==> run_1/gate_families.png <==
Bar = 20 um.
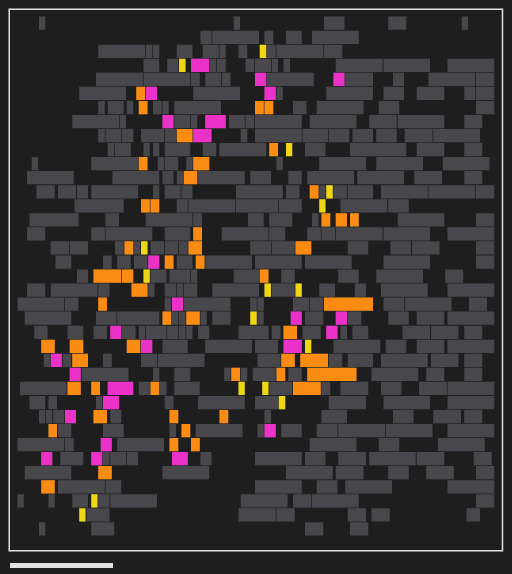
==> run_1/cell_classes.png <==
Bar = 20 um.
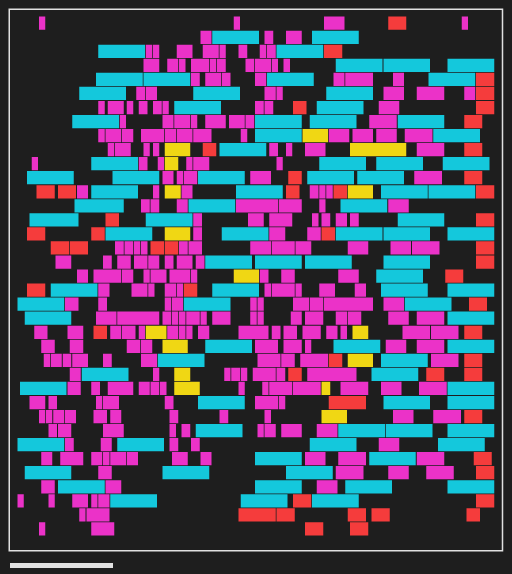
==> run_1/clock_map.png <==
Bar = 20 um.
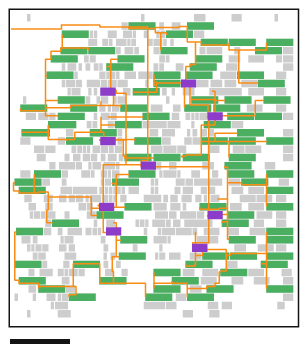
===== src/rtl/play_receiver_rx.sv =====
// play_receiver_rx: 7E1 UART receiver and play-message assembler.
// Deserialises frames made of a start bit, 7 data bits (LSB first), an even
// parity bit and a stop bit. It assembles the message {button, '$', pos, '#'}
// and publishes it on resposta with a one-cycle recebido strobe.
//
// Ports
//   clock          system clock, rising edge
//   reset          asynchronous active-low reset
//   serial         UART line, idle high
//   zera           synchronous clear (resposta is kept)
//   resposta       last valid message {c0, c1, c2, c3}, 7 bits per char
//   recebido       one-cycle pulse: resposta just updated
//   erro_paridade  one-cycle pulse: parity or stop-bit error
//   erro_formato   one-cycle pulse: character illegal for its position
//   ocupado        frame in progress or partial message held
//   db_estado      rx FSM state code
module play_receiver_rx #(
  parameter int unsigned CLKS_PER_BIT = 434,
  parameter int unsigned TIMEOUT_BITS = 40
) (
  input  logic        clock,
  input  logic        reset,
  input  logic        serial,
  input  logic        zera,
  output logic [27:0] resposta,
  output logic        recebido,
  output logic        erro_paridade,
  output logic        erro_formato,
  output logic        ocupado,
  output logic [2:0]  db_estado
);

  localparam int unsigned CHAR_W    = 7;
  localparam int unsigned HALF_BIT  = CLKS_PER_BIT / 2;
  localparam int unsigned TICK_W    = $clog2(CLKS_PER_BIT);
  localparam int unsigned TO_CYCLES = TIMEOUT_BITS * CLKS_PER_BIT;
  localparam int unsigned TO_W      = (TO_CYCLES > 1) ? $clog2(TO_CYCLES) : 1;

  localparam logic [CHAR_W-1:0] CH_DOLLAR = 7'h24;
  localparam logic [CHAR_W-1:0] CH_HASH   = 7'h23;
  localparam logic [CHAR_W-1:0] CH_ZERO   = 7'h30;
  localparam logic [CHAR_W-1:0] CH_THREE  = 7'h33;

  typedef enum logic [2:0] {
    ST_IDLE   = 3'd0,
    ST_START  = 3'd1,
    ST_DATA   = 3'd2,
    ST_PARITY = 3'd3,
    ST_STOP   = 3'd4,
    ST_CHECK  = 3'd5
  } state_t;

  state_t              state;
  logic                sync1, sync2;
  logic                valid1, valid2;
  logic                armed;
  logic [TICK_W-1:0]   tick;
  logic [2:0]          bit_idx;
  logic [CHAR_W-1:0]   shreg;
  logic                par_bit;
  logic                stop_bit;
  logic [1:0]          char_cnt;
  logic [CHAR_W-1:0]   slot0, slot1, slot2;
  logic [TO_W-1:0]     timer;

  logic half_last, bit_last, par_err, frm_err, fmt_ok;

  assign db_estado = state;

  // Bit-timing terminal counts and per-character validity checks
  always_comb begin
    half_last = (tick == TICK_W'(HALF_BIT - 1));
    bit_last  = (tick == TICK_W'(CLKS_PER_BIT - 1));
    par_err   = ^{shreg, par_bit};
    frm_err   = ~stop_bit;
    fmt_ok    = 1'b0;
    case (char_cnt)
      2'd0: fmt_ok = shreg inside {7'h4A, 7'h5A, 7'h59, 7'h52, 7'h4C,
                                   7'h41, 7'h42, 7'h43, 7'h44};
      2'd1: fmt_ok = (shreg == CH_DOLLAR);
      2'd2: fmt_ok = (shreg >= CH_ZERO) && (shreg <= CH_THREE);
      2'd3: fmt_ok = (shreg == CH_HASH);
      default: fmt_ok = 1'b0;
    endcase
  end

  // Synchroniser, rx FSM, message assembly and registered outputs.
  // armed needs the line seen high (after the synchroniser has settled)
  // before a falling level counts as a start bit, so the tail of a frame
  // cut by reset/zera is not mistaken for a new frame.
  always_ff @(posedge clock or negedge reset) begin
    if (!reset) begin
      sync1         <= 1'b1;
      sync2         <= 1'b1;
      valid1        <= 1'b0;
      valid2        <= 1'b0;
      armed         <= 1'b0;
      state         <= ST_IDLE;
      tick          <= '0;
      bit_idx       <= '0;
      shreg         <= '0;
      par_bit       <= 1'b0;
      stop_bit      <= 1'b0;
      char_cnt      <= '0;
      slot0         <= '0;
      slot1         <= '0;
      slot2         <= '0;
      timer         <= '0;
      resposta      <= '0;
      recebido      <= 1'b0;
      erro_paridade <= 1'b0;
      erro_formato  <= 1'b0;
      ocupado       <= 1'b0;
    end else begin
      sync1         <= serial;
      sync2         <= sync1;
      valid1        <= 1'b1;
      valid2        <= valid1;
      recebido      <= 1'b0;
      erro_paridade <= 1'b0;
      erro_formato  <= 1'b0;
      if (valid2 && sync2) armed <= 1'b1;

      if (zera) begin
        state    <= ST_IDLE;
        tick     <= '0;
        bit_idx  <= '0;
        char_cnt <= '0;
        timer    <= '0;
        armed    <= 1'b0;
        ocupado  <= 1'b0;
      end else begin
        case (state)
          ST_IDLE: begin
            tick    <= '0;
            bit_idx <= '0;
            if (armed && !sync2) begin
              state   <= ST_START;
              timer   <= '0;
              armed   <= 1'b0;
              ocupado <= 1'b1;
            end else if (char_cnt != 2'd0) begin
              // Inter-character timeout drops a partial message silently
              if (timer == TO_W'(TO_CYCLES - 1)) begin
                char_cnt <= '0;
                timer    <= '0;
                ocupado  <= 1'b0;
              end else begin
                timer   <= timer + TO_W'(1);
                ocupado <= 1'b1;
              end
            end else begin
              timer   <= '0;
              ocupado <= 1'b0;
            end
          end

          ST_START: begin
            if (half_last) begin
              tick <= '0;
              if (!sync2) begin
                state <= ST_DATA;
              end else begin
                state   <= ST_IDLE;
                ocupado <= (char_cnt != 2'd0);
              end
            end else begin
              tick <= tick + TICK_W'(1);
            end
          end

          ST_DATA: begin
            if (bit_last) begin
              tick  <= '0;
              shreg <= {sync2, shreg[CHAR_W-1:1]};
              if (bit_idx == 3'd6) begin
                bit_idx <= '0;
                state   <= ST_PARITY;
              end else begin
                bit_idx <= bit_idx + 3'd1;
              end
            end else begin
              tick <= tick + TICK_W'(1);
            end
          end

          ST_PARITY: begin
            if (bit_last) begin
              tick    <= '0;
              par_bit <= sync2;
              state   <= ST_STOP;
            end else begin
              tick <= tick + TICK_W'(1);
            end
          end

          ST_STOP: begin
            if (bit_last) begin
              tick     <= '0;
              stop_bit <= sync2;
              state    <= ST_CHECK;
            end else begin
              tick <= tick + TICK_W'(1);
            end
          end

          ST_CHECK: begin
            state <= ST_IDLE;
            // Line errors outrank format errors; one pulse per frame
            if (par_err || frm_err) begin
              erro_paridade <= 1'b1;
              char_cnt      <= '0;
              ocupado       <= 1'b0;
            end else if (!fmt_ok) begin
              erro_formato <= 1'b1;
              char_cnt     <= '0;
              ocupado      <= 1'b0;
            end else begin
              case (char_cnt)
                2'd0: slot0 <= shreg;
                2'd1: slot1 <= shreg;
                2'd2: slot2 <= shreg;
                default: begin
                  resposta <= {slot0, slot1, slot2, CH_HASH};
                  recebido <= 1'b1;
                end
              endcase
              char_cnt <= char_cnt + 2'd1;
              ocupado  <= (char_cnt != 2'd3);
            end
          end

          default: state <= ST_IDLE;
        endcase
      end
    end
  end

endmodule


===== config.mk =====
export PLATFORM = sky130hd
export DESIGN_NAME = play_receiver_rx
export DESIGN_NICKNAME = d
export VERILOG_FILES = /design/src/rtl/play_receiver_rx.sv
export SDC_FILE = /design/constraint.sdc
export NUM_CORES = 1
export LEC_CHECK = 0
export CORE_ASPECT_RATIO = 1.1
export CORE_UTILIZATION = 49
export DETAILED_ROUTE_END_ITERATION = 8
export PLACE_DENSITY_LB_ADDON = 0.2
export SLEW_MARGIN = 20
export SYNTH_ARGS = -nofsm -noshare
export SYNTH_HDL_FRONTEND = slang
export SYNTH_SLANG_ARGS = --single-unit

===== constraint.sdc =====
create_clock -name clock -period 2.7 [get_ports clock]
set_input_delay 0.27 -clock clock [delete_from_list [all_inputs] [get_ports clock]]
set_output_delay 0.27 -clock clock [all_outputs]
set_load 0.02 [all_outputs]

==> summary.txt, run 1 <==
impl run done, here's what came out: result of the run finished, final reports clean, Post-Route Hold Slack 0.312 ns, number of CTS-inserted buffers 9, Netlist cell types 67, most area-hungry cell type in the Yosys netlist sky130_fd_sc_hd__dfrtp_1, Power, Total 2.50 mW, worst setup slack before clock tree synthesis 0.200 ns, maximum clock frequency 396 MHz, area delta synth->final 15.0%, maximum number of pins on one net before global-route repair 50, TritonCTS clock tree built, number of register bits inferred by synthesis 93, Hold Crit Endpoint sync1$_DFF_PN1_, flip-flop and latch share of the layout cell area 0.432, number of buffers added to fix hold violations after cts 1, arrival time at the worst endpoint 2.77 ns, drt drc 0, clock tree root driver cell sky130_fd_sc_hd__clkbuf_8, Power Clock 964 uW, violation tally from detailed-route iteration zero 117, transition at the pin with the smallest max-transition slack 0.778 ns, cell-internal power 1.89 mW, DP Wirelength 6340 um, count of flip-flops with a built-in enable after synthesis 0, setup repair after global routing missed its margin false, warning count from the yosys run 0, proportion of power drawn by flip-flops and latches 0.564, mux share 0.126, top-count cell post-synth sky130_fd_sc_hd__dfrtp_1, capturing element type of the critical path flip-flop, Clock Skew 0.0118 ns, horizontal die size 95.2 um, combinational group power 127 uW, total cells reported by yosys after synthesis 406, Slew HR 0.481, category of the most critical setup path flip-flop to flip-flop, Placed Instance Area 5170 um2, setup total negative slack 0 ns, area taken by flip-flops and latches 2330 um2, Die Span Y 105 um, total I/O pin count 39, cell type of the slowest stage on the worst timing path sky130_fd_sc_hd__a2111oi_0, Buffers, non-clock 51, post-CTS setup-driven buffer insertion count 0, multi-input combinational gate total 276, RePlAce Congestion 0.856, part of the total power dissipated in combinational logic 0.051
-- gate_families.png (at the start) --
| family | color | cells | most used |
|---|---|---|---|
| inverting AOI/OAI gates | orange | 52 | o21ai_0 |
| inverters | yellow | 16 | inv_1 |
| AND and OR gates | magenta | 26 | and3_1 |

-- cell_classes.png (at the start) --
| class | color | cells | share of their area |
|---|---|---|---|
| flip-flops | cyan | 93 | 44% |
| all other logic | magenta | 292 | 42% |
| other buffers and delay cells | red | 51 | 9.4% |
| clock drivers and dummy loads | yellow | 16 | 3.9% |

-- clock_map.png (at the start) --
[clock wires] orange | length: 1,080 um
[flip-flops] green | count: 93
[cells driving clock nets] purple | count: 9
flops lie: spread over the die
routed clock nets: 10

==> run 1: flip-flops by register name, indices dropped and copies added (netlist names), 2 cells and up <==
| register | cells |
|---|---|
| resposta | 22 |
| timer | 15 |
| shreg | 7 |
| slot1 | 7 |
| db_estado | 3 |
| tick | 9 |
| slot2 | 7 |
| bit_idx | 3 |
| slot0 | 7 |
| char_cnt | 2 |
==> run 1: layer usage <==
metal / vias up / GRT usage / share of wire
met3: 11 / 0.0364 / 0.032
met4: 0 / 0.0725 / 0.014
li1: 1513 / - / -
met1: 1619 / 0.264 / 0.45
met2: 57 / 0.320 / 0.51
met5: - / 0 / 0
==> run_1/final_clocks.png <==
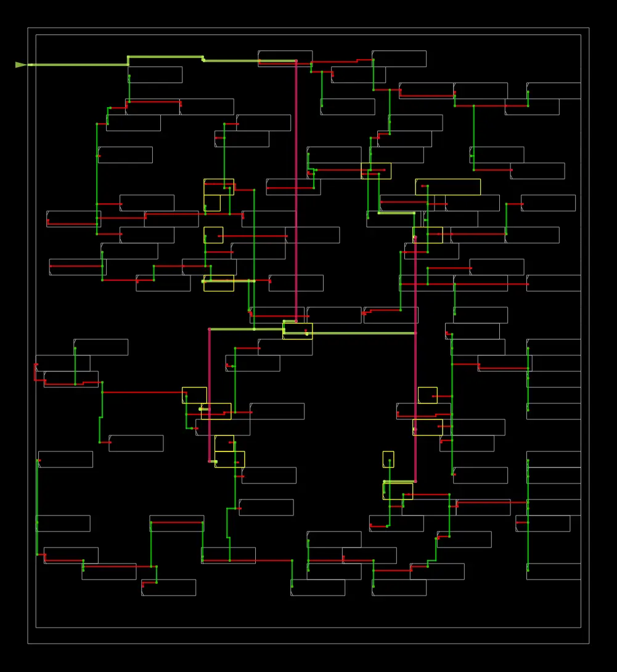

==> run 2, diff against run 1 <==
==> constraint.sdc (replaced) <==
create_clock -name clock -period 3.12 [get_ports clock]
set_input_delay 0.312 -clock clock [delete_from_list [all_inputs] [get_ports clock]]
set_output_delay 0.312 -clock clock [all_outputs]
set_load 0.02 [all_outputs]
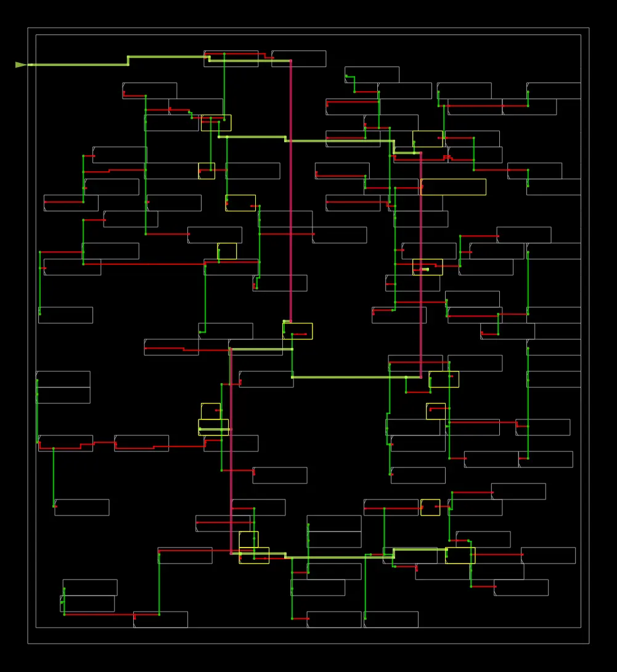
(run_2/final_clocks.png)
number of CTS-inserted buffers: 9
flip-flop and latch count: 93
Power Clock: 838 uW
insertion delay of the later-clocked pin in the worst-skew pair: 0.38 ns
# clock sinks: 93

==> summary.txt, run 2 <==
impl run done, here's what came out: maximum clock frequency 364 MHz, largest registers resposta: 22 flops, timer: 15 flops, tick: 9 flops, drt drc 0, flip-flop and latch share of the layout cell area 0.438, RePlAce Congestion 0.859, met2 track utilization from global routing 0.304, violation tally from detailed-route iteration zero 118, met3 routed wirelength 339 um, Placed Instance Area 5100 um2, maximum number of pins on one net before global-route repair 51, warning count from the yosys run 0, register ranked first by flip-flop count resposta, wire length on met2 4280 um, total I/O pin count 39, Buffers, non-clock 43, Async S/R FF share, synth 1.00, category of the most critical setup path flip-flop to flip-flop, worst-path cell chain inv_1, ha_1, a21o_1, a2111oi_0, a221o_1, o2111ai_4, buf_4, mux2_4, horizontal die size 95.2 um, metal1 wirelength 3910 um, count of flip-flops with a built-in enable after synthesis 0, number of register bits inferred by synthesis 93, TritonCTS clock tree built, Netlist cell types 67, Slew HR 0.510, number of flip-flops in the largest register 22, total cells reported by yosys after synthesis 406, met1 Resource Use GR 0.251, multi-input combinational gate total 276, DP Wirelength 6010 um, top-count cell post-synth sky130_fd_sc_hd__dfrtp_1, cell type of the slowest stage on the worst timing path sky130_fd_sc_hd__dfrtp_1, result of the run finished, final reports clean, setup repair after global routing missed its margin false, capturing element type of the critical path flip-flop, arrival time at the worst endpoint 3.01 ns, hold path startpoint serial, Hold Crit Endpoint sync1$_DFF_PN1_, setup total negative slack 0 ns, Die Span Y 105 um, Clock Skew 0.00929 ns, mux share 0.126, global routing met3 resource utilization 0.0466, area delta synth->final 13.5%, number of nets still failing antenna checks after routing 0
==> run 2: cell count changes in the layout (fill, tap and decap cells not counted), sizes merged <==
cell,delta
inv,-1
clkinv,+1
buf,-8
==> run 2: stage by stage <==
step           setup slack (ns)   util  hold WS [ns]  power (mW)
2_1_floorplan             0.787      -        0.0164        1.30
5_1_grt                   0.205  0.571         0.335        2.25
4_1_cts                   0.372  0.571         0.322        2.19
6_report                  0.376  0.571         0.334        2.16
3_5_place_dp              0.392  0.548         0.336        1.35
3_3_place_gp              0.499  0.548         0.333        1.35
==> run 2: what timing repair did <==
item,4_1_cts,5_1_grt
endpoints found under the hold margin,43,0
buffers inserted,0,0
hold buffers,1,0
==> run 2: power breakdown <==
part           switching [mW]  internal [mW]
combinational          0.0661         0.0332
clock                   0.457          0.381
sequential             0.0110           1.21
Power figures rest on the tool's default switching activity, not on a simulated workload.
